<file path="src/rtl/nand_tdm_demux.sv">
// Four-slot serial TDM demultiplexer: sync-aligned capture of din into channels a..d, with lock tracking.
// Latency: a..d, frame_valid and frame_cnt update one clk after the slot-3 strobe edge.
// Backpressure: none; en is a slot strobe, and cycles with en=0 leave all state untouched.
module nand_tdm_demux (
    input  logic       clk,
    input  logic       rst_n,
    input  logic       din,
    input  logic       sync,
    input  logic       en,
    output logic       a,
    output logic       b,
    output logic       c,
    output logic       d,
    output logic       s1,
    output logic       s0,
    output logic       locked,
    output logic       frame_valid,
    output logic       sync_err,
    output logic [7:0] frame_cnt
);

    typedef enum logic {
        UNLOCKED = 1'b0,
        LOCKED   = 1'b1
    } state_t;

    state_t      r_state;
    logic [1:0]  r_slot;
    logic        r_sh_a;
    logic        r_sh_b;
    logic        r_sh_c;
    logic        r_a;
    logic        r_b;
    logic        r_c;
    logic        r_d;
    logic        r_frame_valid;
    logic        r_sync_err;
    logic [7:0]  r_frame_cnt;

    // Alignment FSM, slot counter, shadow capture and frame commit, all in one registered process.
    // Slots 0..2 go into shadow bits and slot 3 commits all four bits together, so a..d always
    // hold one coherent frame.
    always_ff @(posedge clk or negedge rst_n) begin
        if (!rst_n) begin
            r_state       <= UNLOCKED;
            r_slot        <= 2'd0;
            r_sh_a        <= 1'b0;
            r_sh_b        <= 1'b0;
            r_sh_c        <= 1'b0;
            r_a           <= 1'b0;
            r_b           <= 1'b0;
            r_c           <= 1'b0;
            r_d           <= 1'b0;
            r_frame_valid <= 1'b0;
            r_sync_err    <= 1'b0;
            r_frame_cnt   <= 8'd0;
        end else begin
            r_frame_valid <= 1'b0;
            r_sync_err    <= 1'b0;
            if (en) begin
                case (r_state)
                    UNLOCKED: begin
                        if (sync) begin
                            r_sh_a  <= din;
                            r_slot  <= 2'd1;
                            r_state <= LOCKED;
                        end
                    end
                    LOCKED: begin
                        if (sync) begin
                            // A sync outside slot 0 drops the partial frame and restarts at slot 0.
                            // Stale shadow b/c bits are overwritten before the next commit.
                            if (r_slot != 2'd0) begin
                                r_sync_err <= 1'b1;
                            end
                            r_sh_a <= din;
                            r_slot <= 2'd1;
                        end else begin
                            case (r_slot)
                                2'd0: begin
                                    r_sync_err <= 1'b1;
                                    r_state    <= UNLOCKED;
                                    r_slot     <= 2'd0;
                                end
                                2'd1: begin
                                    r_sh_b <= din;
                                    r_slot <= 2'd2;
                                end
                                2'd2: begin
                                    r_sh_c <= din;
                                    r_slot <= 2'd3;
                                end
                                default: begin
                                    r_a           <= r_sh_a;
                                    r_b           <= r_sh_b;
                                    r_c           <= r_sh_c;
                                    r_d           <= din;
                                    r_frame_valid <= 1'b1;
                                    r_frame_cnt   <= r_frame_cnt + 8'd1;
                                    r_slot        <= 2'd0;
                                end
                            endcase
                        end
                    end
                    default: begin
                        r_state <= UNLOCKED;
                        r_slot  <= 2'd0;
                    end
                endcase
            end
        end
    end

    assign a           = r_a;
    assign b           = r_b;
    assign c           = r_c;
    assign d           = r_d;
    assign s1          = r_slot[1];
    assign s0          = r_slot[0];
    assign locked      = (r_state == LOCKED);
    assign frame_valid = r_frame_valid;
    assign sync_err    = r_sync_err;
    assign frame_cnt   = r_frame_cnt;

endmodule

</file>
<file path="config.mk">
export PLATFORM = sky130hd
export DESIGN_NAME = nand_tdm_demux
export DESIGN_NICKNAME = d
export VERILOG_FILES = /design/src/rtl/nand_tdm_demux.sv
export SDC_FILE = /design/constraint.sdc
export NUM_CORES = 1
export LEC_CHECK = 0
export CORE_AREA = 10 10 64 53
export CTS_BUF_LIST = sky130_fd_sc_hd__clkbuf_8
export DETAILED_ROUTE_END_ITERATION = 7
export DIE_AREA = 0 0 74 63
export PLACE_DENSITY = 0.75
export SLEW_MARGIN = 0
export SYNTH_ARGS = -nofsm -noshare
export SYNTH_HDL_FRONTEND = slang
export SYNTH_SLANG_ARGS = --single-unit
</file>
<file path="constraint.sdc">
create_clock -name clk -period 1.5 [get_ports clk]
set_clock_uncertainty 0.2 [all_clocks]
set_input_delay 0.15 -clock clk [delete_from_list [all_inputs] [get_ports clk]]
set_output_delay 0.15 -clock clk [all_outputs]
set_load 0.01 [all_outputs]
</file>
Fig. 1: run 1, placement density heat map
Scale bar: 20 µm. The die is cut into 7 by 6 equal tiles; white is low, dark blue is high, 0 to 100% covered.
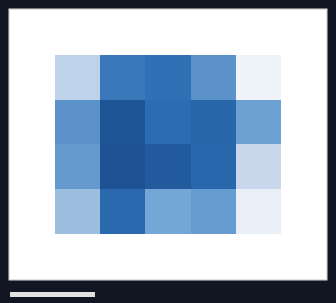
densest ninth of the die: centre
fullest tile: 86%
nearly empty tiles: 52%
mean over tiles: 28%
tiles over 75% full: 17%

Fig. 2: run 1, floorplan with the power grid
Scale bar: 20 µm. Pins as bars on the die edge. Tap cells in grey.
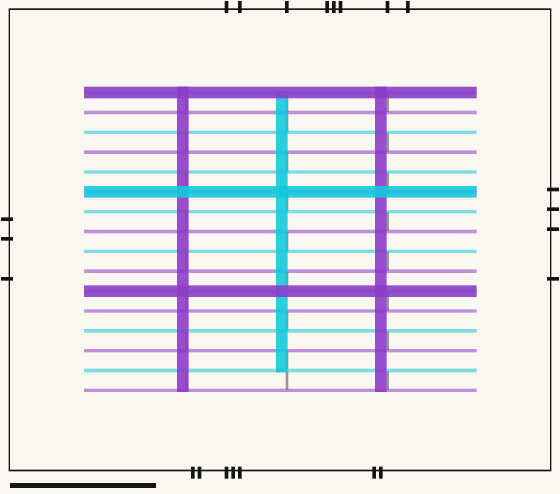
legend:
  purple:
    net: VSS
  cyan:
    net: VDD
rows: 15
signal pins: 22
tap cells: 25

Fig. 3: run 1, I/O nets highlighted
Scale bar: 20 µm.
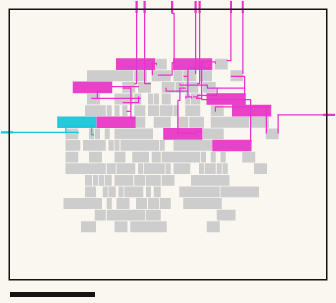
legend:
  magenta:
    port: frame_cnt
    bits: 8
    direction: output
    edge: 7 north, 1 east
    end_cells: 8
    wire: 298 µm
  cyan:
    port: d
    bits: 1
    direction: output
    edge: west
    end_cells: 1
    wire: 26.8 µm

==> results.toml, run 1 <==
# yosys + openroad results
[timing]
drv_slew = 0
finalSetupViolCount = 0
setup_tns_ns = 0
period_used_pct = 98.52

[cts]
clock_latency_ns = 0.26
cts_buffers = 3
cts_resized = 15

[route]
routed_via_density = 5.056
drtIter0Drc = 34
post_drt_wl_per_cell_um = 14.04
wl_met1_um = 876
route.met3.wl_um = 130
num_vias = 718
drc = 0

[critical_path]
setup.worst_path.start = "r_slot[1]"
crit_fanout = 3
endpoint_kind = "flop"
cp.depth = 4
reg2reg_from = "r_slot[1]"
critical_path.max_stage_delay_ns = 0.42
reg2reg_depth = 4
path_class = "flop to flop"
path_buffers = 1

[place]
placed_cells = 136
placed_area_mm2 = 0.001222
portBuffers = 21

[global_routing]
antenna_found_initial = 0
grt_usage_pct = 9.068
grt_most_used_layer = "met2"
grt_pass1_wl_um = 3291

[finish]
comb_area_um2 = 399.1
buf_share_pct = 22.12
flops = 20
antennaDiodeCount = 0
fin_cells = 142
layout.nets = 129
drive_above_1_share_pct = 23.08
logic_gates = 56

[job]
stage_log_warnings = 30

[synthesis]
synth.yosys.warnings = 0
seq_area_frac_synth_pct = 54.35
synthTopCellsByCount = "21 x nand2_1, 20 x dfrtp_1, 6 x ha_1"
fa_ha_area_share_pct = 8.152
ys_sh_simple_pct = 19.29
yosys_area_um2 = 920.9
top_cell = "nand2_1"
yosysUniqueCellTypes = 22

[status]
status = "finished clean"

[pwr]
p_int_mw = 1.381
p_seq_mw = 0.816
pwr_density_cell_mw_per_mm2 = 1526

[floorplanning]
die_w_um = 74
chipArea_mm2 = 0.004662
Fig. 4: run 1, cell outlines without signal wires
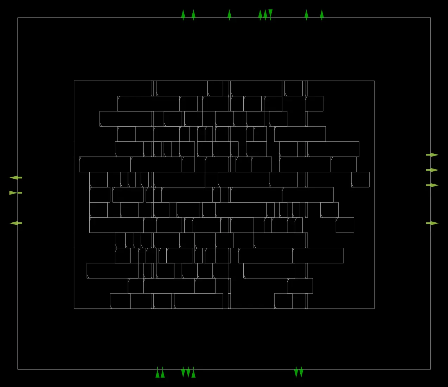

==> run 2: changes to the inputs <==
--- a/config.mk
+++ b/config.mk
@@ -7,9 +7,10 @@
 export LEC_CHECK = 0
 export CORE_AREA = 10 10 64 53
 export CTS_BUF_LIST = sky130_fd_sc_hd__clkbuf_8
+export CTS_CLUSTER_DIAMETER = 200
 export DETAILED_ROUTE_END_ITERATION = 7
 export DIE_AREA = 0 0 74 63
-export PLACE_DENSITY = 0.75
+export PLACE_DENSITY_LB_ADDON = 0.05
 export SLEW_MARGIN = 0
 export SYNTH_ARGS = -nofsm -noshare
 export SYNTH_HDL_FRONTEND = slang
Fig. 5: run 2, cell outlines without signal wires
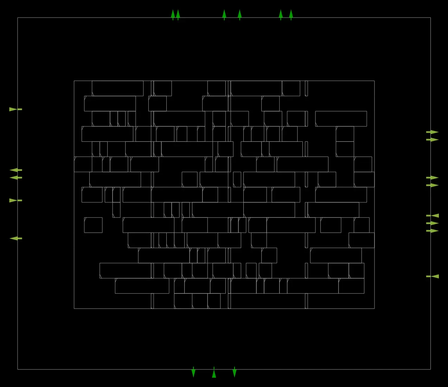
Tapcell Cnt: 25
fin cells: 143
core box area: 0.002196 mm²
fin util: 59.66%

Fig. 6: run 2, where the registers sit
Scale bar: 20 µm. Other sequential cells in the stronger grey, the rest of the logic in the fainter grey.
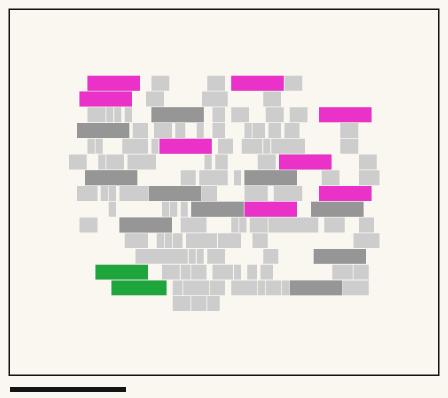
legend:
  green:
    signal: r_slot
    flops: 2
  magenta:
    signal: frame_cnt
    flops: 8
not coloured: 10

==> results.toml, run 2 <==
# yosys + openroad results
[status]
status = "finished clean"

[finish]
syn2layout_area_growth_pct = 42.26
flops = 20
logic_gates = 56
layout.nets = 130
buf_share_pct = 22.83
comb_area_um2 = 405.4
antennaDiodeCount = 0
drive_above_1_share_pct = 22.88

[critical_path]
critical_path.max_stage_delay_ns = 0.44
crit_fanout = 4
endpoint_kind = "primary output"
path_buffers = 2
reg2reg_from = "r_slot[1]"
crit_path_top_delay_cell = "dfrtp_2"
reg2reg_depth = 4
path_class = "flop to primary output"
cp.depth = 2

[timing]
drv_slew = 0
period_used_pct = 98.17
finalSetupViolCount = 0

[place]
portBuffers = 21
placed_area_mm2 = 0.001215
placed_cells = 135

[synthesis]
yosys_area_um2 = 920.9
avgSynthCellArea_um2 = 11.23
yosysUniqueCellTypes = 22
yosysCellCount = 82
seq_area_frac_synth_pct = 54.35
synth.yosys.warnings = 0
top_cell = "nand2_1"
ys_sh_simple_pct = 19.29
synthTopCellsByCount = "21 x nand2_1, 20 x dfrtp_1, 6 x ha_1"

[pwr]
p_int_mw = 1.292
pwr_density_cell_mw_per_mm2 = 1458
power_mw = 1.910
pwr-share-clk_pct = 21.1

[route]
post_drt_wl_per_cell_um = 14.02
route.met3.wl_um = 204
routed_via_density = 4.741
wl_met1_um = 968
drtIter0Drc = 19
drc = 0
topRoutingLayerUsed = "met4"

[cts]
clkSinkCount = 20
clock_latency_ns = 0.25
cts_buffers = 3

[global_routing]
grt_most_used_layer = "met1"
grt_usage_pct = 8.575
antenna_found_initial = 0

[floorplanning]
chipArea_mm2 = 0.004662

[job]
stage_log_warnings = 30
Power figures rest on the tool's default switching activity, not on a simulated workload.
